Fig. 1: run 1, the metal 2 layer
(2 px per µm)
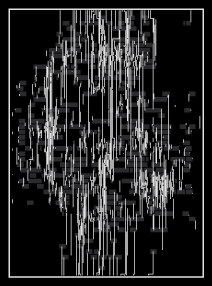
Fig. 2: run 1, the metal 3 layer
(2 px per µm)
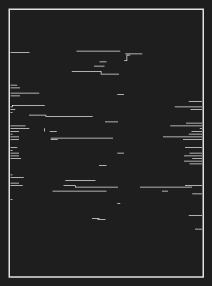
Fig. 3: run 1, gate-type map
(4 px per µm)
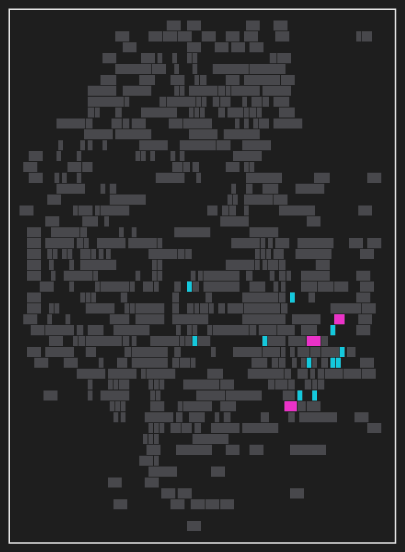
Design offchip_lane_tx, sky130hd; sources not shown.
==> flow_summary.json, run 1 <==
{
  "vdd_ir_drop_max_uv": 259,
  "reg2regPathDepth": 16,
  "bufAreaShareNonClock": 0.227,
  "antenna_found_initial": 0,
  "period_used_share": 0.730,
  "xor_area_frac": 0.00883,
  "n_antenna_cell": 0,
  "num-clock-buffers": 10,
  "crit_type": "flip-flop to flip-flop",
  "flops": 73,
  "routabilityCongestion": 0.789,
  "cts_tree": "done",
  "ant_nets": 0,
  "drt-pass1-iter-count": 4,
  "nets": 510,
  "final_layout_top_logic_cells": "98 x nand2_1, 89 x clkdlybuf4s50_1, 48 x dfxtp_1, 25 x nor2_1, 25 x o21ai_0",
  "outcome": "completed",
  "maxCapViolCount": 0,
  "ys_seq_share": 0.534,
  "overflow": 0,
  "root_buffer": "clkbuf_16",
  "hold_path_class": "flip-flop to flip-flop",
  "dp_hpwl_mm": 6.54,
  "worstPathMaxFanout": 10
}
## Picture notes: Fig. 1
nets with wire on the layer: 421
main direction: vertical
share of all routed wire: 51%
longest straight run: 54.1 µm
wire length on this layer: 4520 µm
routed wire length: 8.78 mm
via count: 2652

## Picture notes: Fig. 2
longest straight run: 30.8 µm
wire length on this layer: 530 µm
share of all routed wire: 6.0%
nets with wire on the layer: 59
met3 Use GR: 0.0353

## Picture notes: Fig. 3
[non-inverting ao/oa cells] magenta | cells: 3
[inv cells] cyan | cells: 11
most numerous logic cell after layout: nand2_1
Comb area share: 0.289
final cell count without fillers: 586

run 1: layer usage:
layer  share of wire  vias up  wire length, µm  GRT usage
met5               0        -                0          0
met4           0.014        0              122     0.0468
met3           0.060       10              529     0.0353
met2            0.51       85             4520      0.242
met1            0.41     1262             3600      0.170
li1                -     1295                -          -
run 1: power by group:
group / switching (mW) / internal, mW / leakage (nW)
Clock: 0.258 / 0.440 / 0.148
Sequential: 0.128 / 0.971 / 0.716
Combinational: 0.681 / 0.580 / 1.02
Total: 1.07 / 1.99 / 1.88
run 1: stage by stage:
stage               cell area, µm²   util  hold slack [ns]
finish                        4350  0.372            0.340
global route                  4350  0.372            0.348
CTS                           4350  0.372            0.342
detailed placement            4060  0.347            0.334
global placement              4060  0.347            0.330
floorplan                     2980      -            0.317
## Run 2: what changed since run 1
clock period = 3.3 ns   (was 4.5 ns; I/O delays follow)
Fig. 4: run 2, the metal 2 layer
(2 px per µm)
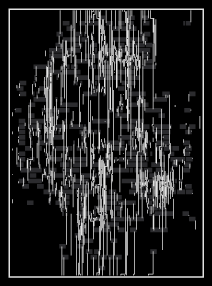
main direction: vertical
wire length on this layer: 4500 µm
nets with wire on the layer: 419
share of all routed wire: 52%
via count: 2644
routed wire length: 8.73 mm
met2 Use GR: 0.242

Fig. 5: run 2, track usage over the die
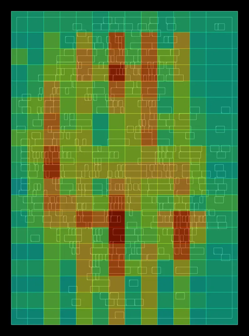
final core occ: 0.373
Total GRT Usage: 0.142
GRT Max-Usage Layer: met2
Avg WL per Cell: 14.9 µm
met1 Track Usage GR: 0.170

==> run 2 against run 1 <==
Fmax increased by 6.9%; core utilization increased by 0.11 points; cell area increased by 0.29%; worst setup slack got worse by 0.99 ns; critical path type unchanged; register-to-register slack got worse by 0.99 ns; sequential power increased by 36%.
==> flow_summary.json, run 2 <==
{
  "fin_cells": 587,
  "wl_met1_mm": 3.69,
  "overflow": 0,
  "antenna_found_initial": 0,
  "reg2regPathDepth": 12,
  "fin_hold_ws_ns": 0.259,
  "comb-power_mw": 1.73,
  "power.largest_group": "combinational cells",
  "met3_usage": 0.0353,
  "root_buffer": "clkbuf_16",
  "period_used_share": 0.931,
  "outcome": "completed",
  "num-clock-buffers": 10,
  "pg_seq_mw": 1.50,
  "dp_hpwl_mm": 6.54,
  "maxCapViolCount": 0,
  "worstPathMaxFanout": 8,
  "highest-signal-layer": "met4",
  "p_seq_frac": 0.359,
  "lay_top_count": "nand2_1",
  "routabilityCongestion": 0.789,
  "final_layout_top_logic_cells": "98 x nand2_1, 89 x clkdlybuf4s50_1, 48 x dfxtp_1",
  "flops": 73,
  "hold_path_class": "primary input to async pin",
  "swShare": 0.348,
  "dpl_cell_area_um2": 4060,
  "nets": 511,
  "intPower_mw": 2.72,
  "bufAreaShareNonClock": 0.228
}
## run 2: netlist changes by cell type in the layout (fill, tap and decap cells not counted)
| cell | before | now |
|---|---|---|
| o21ai_0 | 25 | 24 |
| buf_4 | 1 | 2 |
| clkbuf_4 | 0 | 1 |
| nor2_1 | 25 | 24 |
| nor2_2 | 0 | 1 |
| o21ai_1 | 11 | 12 |
| buf_2 | 7 | 6 |
## run 2: logic make-up (layout without fill, tap and decap cells)
group,after synthesis,in the layout,share of synthesized area
multiplexers,17,17,0.0639
AND-OR/OR-AND,58,58,0.121
flip-flops,73,73,0.534
AND/OR/NAND/NOR,141,141,0.193
adder cells (fa/ha/maj),8,8,0.0336
other,1,1,0.00126
buffers and inverters,32,139,0.0442
XOR/XNOR,3,3,0.00883
Fig. 6: run 2, gate-type map
(4 px per µm)
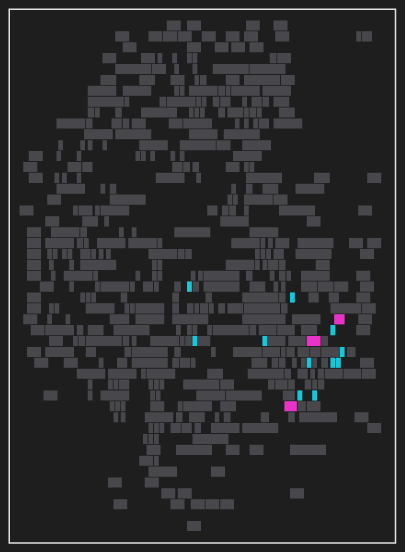

## Run 3: what changed since run 2
ABC_CLOCK_PERIOD_IN_PS = 3300   (was not set)
GPL_ROUTABILITY_DRIVEN = 1   (was not set)
PLACE_DENSITY_LB_ADDON = 0.12   (was not set)
Fig. 7: run 3, gate-type map
(4 px per µm)
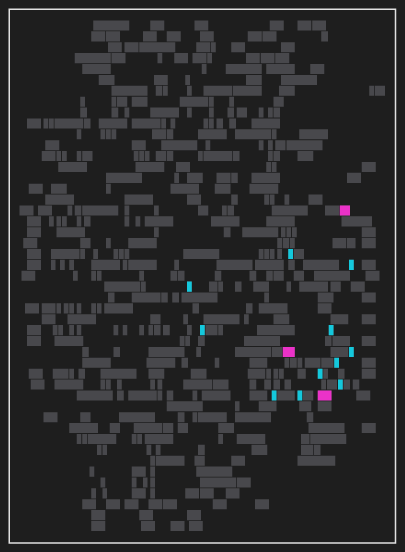
[inv cells] cyan | cells: 11
[non-inverting ao/oa cells] magenta | cells: 3
Comb area share: 0.291
final cell count without fillers: 587

==> run 3 against run 2 <==
Register-to-register slack gained 0.03 ns; worst setup slack better by 0.034 ns; fmax increased by 1.1%; hold slack improved by 0.014 ns; combinational power hardly changed; sequential cell count did not move; sequential share of layout area is 0.38 points higher; synthesized area is the same; via count down 1.4%; critical path type unchanged.
==> flow_summary.json, run 3 <==
{
  "maxCapViolCount": 0,
  "ys_seq_share": 0.534,
  "max_freq_mhz": 329,
  "final_util": 0.369,
  "wl_per_cell_um": 15.2,
  "n_antenna_cell": 0,
  "clockPowerShare": 0.206,
  "overflow": 0,
  "crit_type": "flip-flop to flip-flop",
  "ant_nets": 0,
  "comb_area_um2": 1260,
  "dpl_cell_area_um2": 4060,
  "aoi_share": 0.121,
  "antenna_found_initial": 0,
  "outcome": "completed",
  "grt_usage": 0.149,
  "dp_hpwl_mm": 6.61,
  "switching_power_mw": 1.44,
  "tool_warnings": 29,
  "root_buffer": "clkbuf_16",
  "swShare": 0.353,
  "drt-pass1-iter-count": 4,
  "lay_top_count": "nand2_1",
  "final_layout_top_logic_cells": "98 x nand2_1, 89 x clkdlybuf4s50_1, 48 x dfxtp_1, 25 x nor2_1, 25 x o21ai_0",
  "p_comb_frac": 0.424,
  "yosys.area_share.simple": 0.193,
  "vdd_ir_drop_max_uv": 319,
  "period_used_share": 0.921,
  "hold_path_class": "primary input to async pin",
  "nets": 512,
  "cts_tree": "done",
  "comb-power_mw": 1.73,
  "worstPathMaxFanout": 10,
  "adder_share": 0.0336,
  "reg2regPathDepth": 15,
  "xor_area_frac": 0.00883,
  "intPower_mw": 2.63
}
Fig. 8: run 3, the metal 3 layer
(2 px per µm)
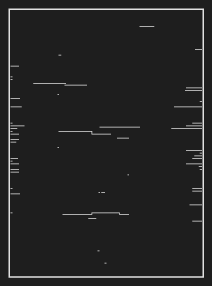
nets with wire on the layer: 46
share of all routed wire: 3.3%
wire length on this layer: 295 µm
routed wire length: 8.92 mm
via count: 2606
met3 Use GR: 0.0256

run 3: cell counts after synthesis:
No cell type changed its count.
run 3: layer usage:
layer / share of wire / routed length (µm) / GRT usage
met1: 0.42 / 3770 / 0.177
met2: 0.52 / 4660 / 0.257
met3: 0.033 / 294 / 0.0256
met4: 0.022 / 199 / 0.0690
met5: 0 / 0 / 0
run 3: area by class of cell:
cell class | instances | area share
inverters | 11 | 0.00955
plain buffers | 21 | 0.0214
repair buffers | 92 | 0.211
clock inverters | 1 | 0.00116
flip-flops and latches | 73 | 0.368
well taps | 147 | 0.0425
multi-input cells | 228 | 0.291
clock buffers | 14 | 0.0564
run 3: repair_timing:
item | in CTS | in global routing
cloned | 0 | 0
endpoints found under the setup margin | 1 | 2
resized | 0 | 3
pin swaps | 1 | 0
setup buffers | 2 | 0
Power and IR drop assume default switching activity.
